## config.mk

```make
export PLATFORM = sky130hd
export DESIGN_NAME = pipe_ctrl_flat
export DESIGN_NICKNAME = d
export VERILOG_FILES = /design/src/rtl/pipe_ctrl_if.sv /design/src/rtl/pipe_ctrl.sv /design/src/flat_wrapper.sv
export SDC_FILE = /design/constraint.sdc
export NUM_CORES = 1
export LEC_CHECK = 0
export CORE_ASPECT_RATIO = 1.2
export CORE_MARGIN = 1.5
export CORE_UTILIZATION = 24
export DETAILED_ROUTE_END_ITERATION = 6
export GPL_TIMING_DRIVEN = 1
export PLACE_DENSITY = 0.48
export SYNTH_ARGS = -nofsm -noshare
export SYNTH_HDL_FRONTEND = slang
export SYNTH_SLANG_ARGS = --single-unit
```

## constraint.sdc

```tcl
create_clock -name clk -period 1.7 [get_ports clk]
set_input_delay 0.34 -clock clk [delete_from_list [all_inputs] [get_ports clk]]
set_output_delay 0.34 -clock clk [all_outputs]
set_load 0.01 [all_outputs]
```

## src/rtl/pipe_ctrl_if.sv

```systemverilog
// pipe_ctrl_if: stall-request, flush-redirect and perf/watchdog signals of the pipeline controller.
interface pipe_ctrl_if #(parameter int CNT_W = 32);
  logic             stallreq_id;
  logic             stallreq_ex;
  logic             stallreq_mem;
  logic             excp_i;
  logic             eret_i;
  logic [31:0]      epc_i;
  logic             perf_clr;
  logic [5:0]       stall;
  logic             flush;
  logic [31:0]      new_pc;
  logic [CNT_W-1:0] stall_cycles;
  logic             stall_timeout;
  modport master (
    output stallreq_id, stallreq_ex, stallreq_mem, excp_i, eret_i, epc_i, perf_clr,
    input  stall, flush, new_pc, stall_cycles, stall_timeout
  );
  modport slave (
    input  stallreq_id, stallreq_ex, stallreq_mem, excp_i, eret_i, epc_i, perf_clr,
    output stall, flush, new_pc, stall_cycles, stall_timeout
  );
endinterface

```

## src/rtl/pipe_ctrl.sv

```systemverilog
// pipe_ctrl: stall vector merge, exception/ERET flush sequencing, stall perf counter and watchdog.
module pipe_ctrl #(
  parameter logic [31:0] HANDLER_ADDR = 32'h0000_0020,
  parameter int          FLUSH_CYCLES = 1,
  parameter int          MAX_STALL    = 64,
  parameter int          CNT_W        = 32
) (
  input logic       clk,
  input logic       rst_n,
  pipe_ctrl_if.slave bus
);
  localparam int FCW = $clog2(FLUSH_CYCLES + 1);
  localparam int WDW = $clog2(MAX_STALL + 1);
  typedef enum logic {RUN, FLUSH} state_t;
  state_t           state_q, state_d;
  logic [FCW-1:0]   fcnt_q, fcnt_d;
  logic [31:0]      tgt_q, tgt_d;
  logic [CNT_W-1:0] cnt_q, cnt_d;
  logic [WDW-1:0]   wd_q, wd_d;
  logic             to_q, to_d;
  logic [5:0]       stall_c;
  // stall is forced low while reset is asserted so every output reads 0 in reset
  assign stall_c = (!rst_n || state_q != RUN) ? 6'b000000 :
                   bus.stallreq_mem ? 6'b011111 :
                   bus.stallreq_ex  ? 6'b001111 :
                   bus.stallreq_id  ? 6'b000111 : 6'b000000;
  always_comb begin
    state_d = state_q;
    fcnt_d  = fcnt_q;
    tgt_d   = tgt_q;
    if (state_q == RUN) begin
      if (bus.excp_i || bus.eret_i) begin
        state_d = FLUSH;
        fcnt_d  = FCW'(FLUSH_CYCLES - 1);
        tgt_d   = bus.excp_i ? HANDLER_ADDR : bus.epc_i;
      end
    end else begin
      state_d = (fcnt_q == '0) ? RUN : FLUSH;
      fcnt_d  = (fcnt_q == '0) ? fcnt_q : fcnt_q - 1'b1;
    end
    cnt_d = bus.perf_clr ? '0 : stall_c[0] ? cnt_q + 1'b1 : cnt_q;
    wd_d  = (stall_c == '0) ? '0 : (wd_q == WDW'(MAX_STALL)) ? wd_q : wd_q + 1'b1;
    to_d  = to_q | (wd_d == WDW'(MAX_STALL));
  end
  always_ff @(posedge clk or negedge rst_n) begin
    if (!rst_n) begin
      state_q <= RUN;
      fcnt_q  <= '0;
      tgt_q   <= '0;
      cnt_q   <= '0;
      wd_q    <= '0;
      to_q    <= 1'b0;
    end else begin
      state_q <= state_d;
      fcnt_q  <= fcnt_d;
      tgt_q   <= tgt_d;
      cnt_q   <= cnt_d;
      wd_q    <= wd_d;
      to_q    <= to_d;
    end
  end
  assign bus.stall         = stall_c;
  assign bus.flush         = (state_q == FLUSH);
  assign bus.new_pc        = tgt_q;
  assign bus.stall_cycles  = cnt_q;
  assign bus.stall_timeout = to_q;
endmodule

```

## src/flat_wrapper.sv

```systemverilog
// flat-port wrapper written by rule: the top's interface ports become plain ports
module pipe_ctrl_flat 
#(
  parameter logic [31:0] HANDLER_ADDR = 32'h0000_0020,
  parameter int          FLUSH_CYCLES = 1,
  parameter int          MAX_STALL    = 64,
  parameter int          CNT_W        = 32
)
  (clk, rst_n, bus_stallreq_id, bus_stallreq_ex, bus_stallreq_mem, bus_excp_i, bus_eret_i, bus_epc_i, bus_perf_clr, bus_stall, bus_flush, bus_new_pc, bus_stall_cycles, bus_stall_timeout);
  pipe_ctrl_if #(.CNT_W(CNT_W)) bus_i ();
  input logic clk;
  input logic rst_n;
  input wire logic [$bits(bus_i.stallreq_id)-1:0] bus_stallreq_id;
  input wire logic [$bits(bus_i.stallreq_ex)-1:0] bus_stallreq_ex;
  input wire logic [$bits(bus_i.stallreq_mem)-1:0] bus_stallreq_mem;
  input wire logic [$bits(bus_i.excp_i)-1:0] bus_excp_i;
  input wire logic [$bits(bus_i.eret_i)-1:0] bus_eret_i;
  input wire logic [$bits(bus_i.epc_i)-1:0] bus_epc_i;
  input wire logic [$bits(bus_i.perf_clr)-1:0] bus_perf_clr;
  output wire logic [$bits(bus_i.stall)-1:0] bus_stall;
  output wire logic [$bits(bus_i.flush)-1:0] bus_flush;
  output wire logic [$bits(bus_i.new_pc)-1:0] bus_new_pc;
  output wire logic [$bits(bus_i.stall_cycles)-1:0] bus_stall_cycles;
  output wire logic [$bits(bus_i.stall_timeout)-1:0] bus_stall_timeout;
  assign bus_i.stallreq_id = bus_stallreq_id;
  assign bus_i.stallreq_ex = bus_stallreq_ex;
  assign bus_i.stallreq_mem = bus_stallreq_mem;
  assign bus_i.excp_i = bus_excp_i;
  assign bus_i.eret_i = bus_eret_i;
  assign bus_i.epc_i = bus_epc_i;
  assign bus_i.perf_clr = bus_perf_clr;
  assign bus_stall = bus_i.stall;
  assign bus_flush = bus_i.flush;
  assign bus_new_pc = bus_i.new_pc;
  assign bus_stall_cycles = bus_i.stall_cycles;
  assign bus_stall_timeout = bus_i.stall_timeout;
  pipe_ctrl #(.HANDLER_ADDR(HANDLER_ADDR), .FLUSH_CYCLES(FLUSH_CYCLES), .MAX_STALL(MAX_STALL), .CNT_W(CNT_W)) u_core (.clk(clk), .rst_n(rst_n), .bus(bus_i));
endmodule
```

==> qor_table.md <==
| Quantity | Value |
| --- | --- |
| Iteration count of the initial detailed-routing pass | 4 |
| Total length of routed wires | 11800 um |
| Cell count after placement | 745 |
| Clock buffer and inverter area fraction after layout | 4.41% |
| Number of signal-net inverters in the final layout | 9 |
| Via count of the first global-routing pass | 3693 |
| Final Hold Violation Tally | 0 |
| Met2 wire length | 5530 um |
| Smallest setup slack after layout | -0.0787 ns |
| Setup slack, reg-to-reg | -0.06 ns |
| Non-Filler Instances | 794 |
| Rel. slew slack | 58.4% |
| Warnings from Yosys | 0 |
| Area fraction in mux cells | 1.79% |
| Status | complete, but fails checks |
| Most common cell in the netlist | sky130_fd_sc_hd__dfrtp_1 |
| Slowest stage delay, CP | 0.42 ns |
| Routed metal-1 wirelength | 5020 um |
| Buffering overhead | 31.0% |
| Worst setup path startpoint | u_core.bus.flush$_DFF_PN0_ |
| # port buffers | 110 |
| Clock tree from TritonCTS | built |
| Share of cells above drive strength 1 | 31.4% |
| Rows | 49 |
| Root buffer selected by CTS | sky130_fd_sc_hd__clkbuf_16 |
| Power consumption | 4.63 mW |
| Met2 Resource Use GR | 24.1% |
| Number of antenna violations at the first check in global routing | 0 |
| Buffers and inverters on the worst path | 4 |
| Most congested layer reported by global routing | met2 |
| Leading cell types by total area after synthesis | sky130_fd_sc_hd__dfrtp_1, sky130_fd_sc_hd__nand2b_1, sky130_fd_sc_hd__o21ai_0, sky130_fd_sc_hd__nand2_1, sky130_fd_sc_hd__o31ai_1 |
| Fraction of standard cell area in multi-input logic | 31.3% |
| Hold-fix buffer count after cts | 1 |
| Final setup violation count | 17 |
| XOR Share, Synth | 2.83% |
| Failing checks | setup timing |
| First-pass GRT wire length | 18800 um |
| Overall die width | 116 um |
| Quantity of gates resized following cts | 76 |
| Combinational gate count | 278 |
| Aggregate global routing overflow | 0 |
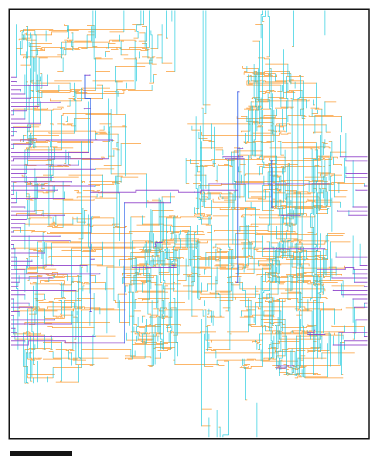
wires.png
Bar = 20 um.
color	layer	wire length
orange	metal 1	5020 um
cyan	metal 2	5530 um
blue	metal 4	201 um
purple	metal 3	1020 um
overall fraction of global-route tracks in use: 14.9%
routed wirelength normalized by instance count: 14.8 um
vias after detailed routing: 3625

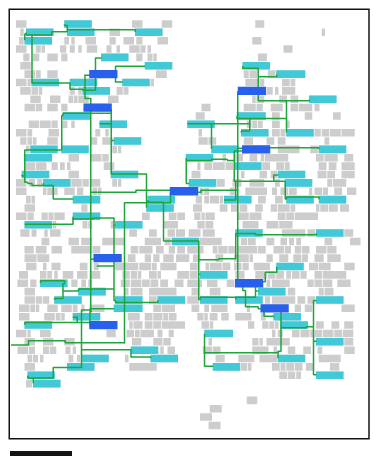
clk_routes.png
Bar = 20 um.
[blue] clock drivers | count: 9
[green] clock wires | length: 1230 um
[cyan] flip-flops | count: 73
routed clock nets	10
Insertion Delay late pin: 0.34 ns
worst clock skew: 0.00606 ns
part of the total power dissipated in the clock network: 40.1%
reported clock group power: 1.85 mW

No activity file was given, so power comes from the tool's default toggle rates.
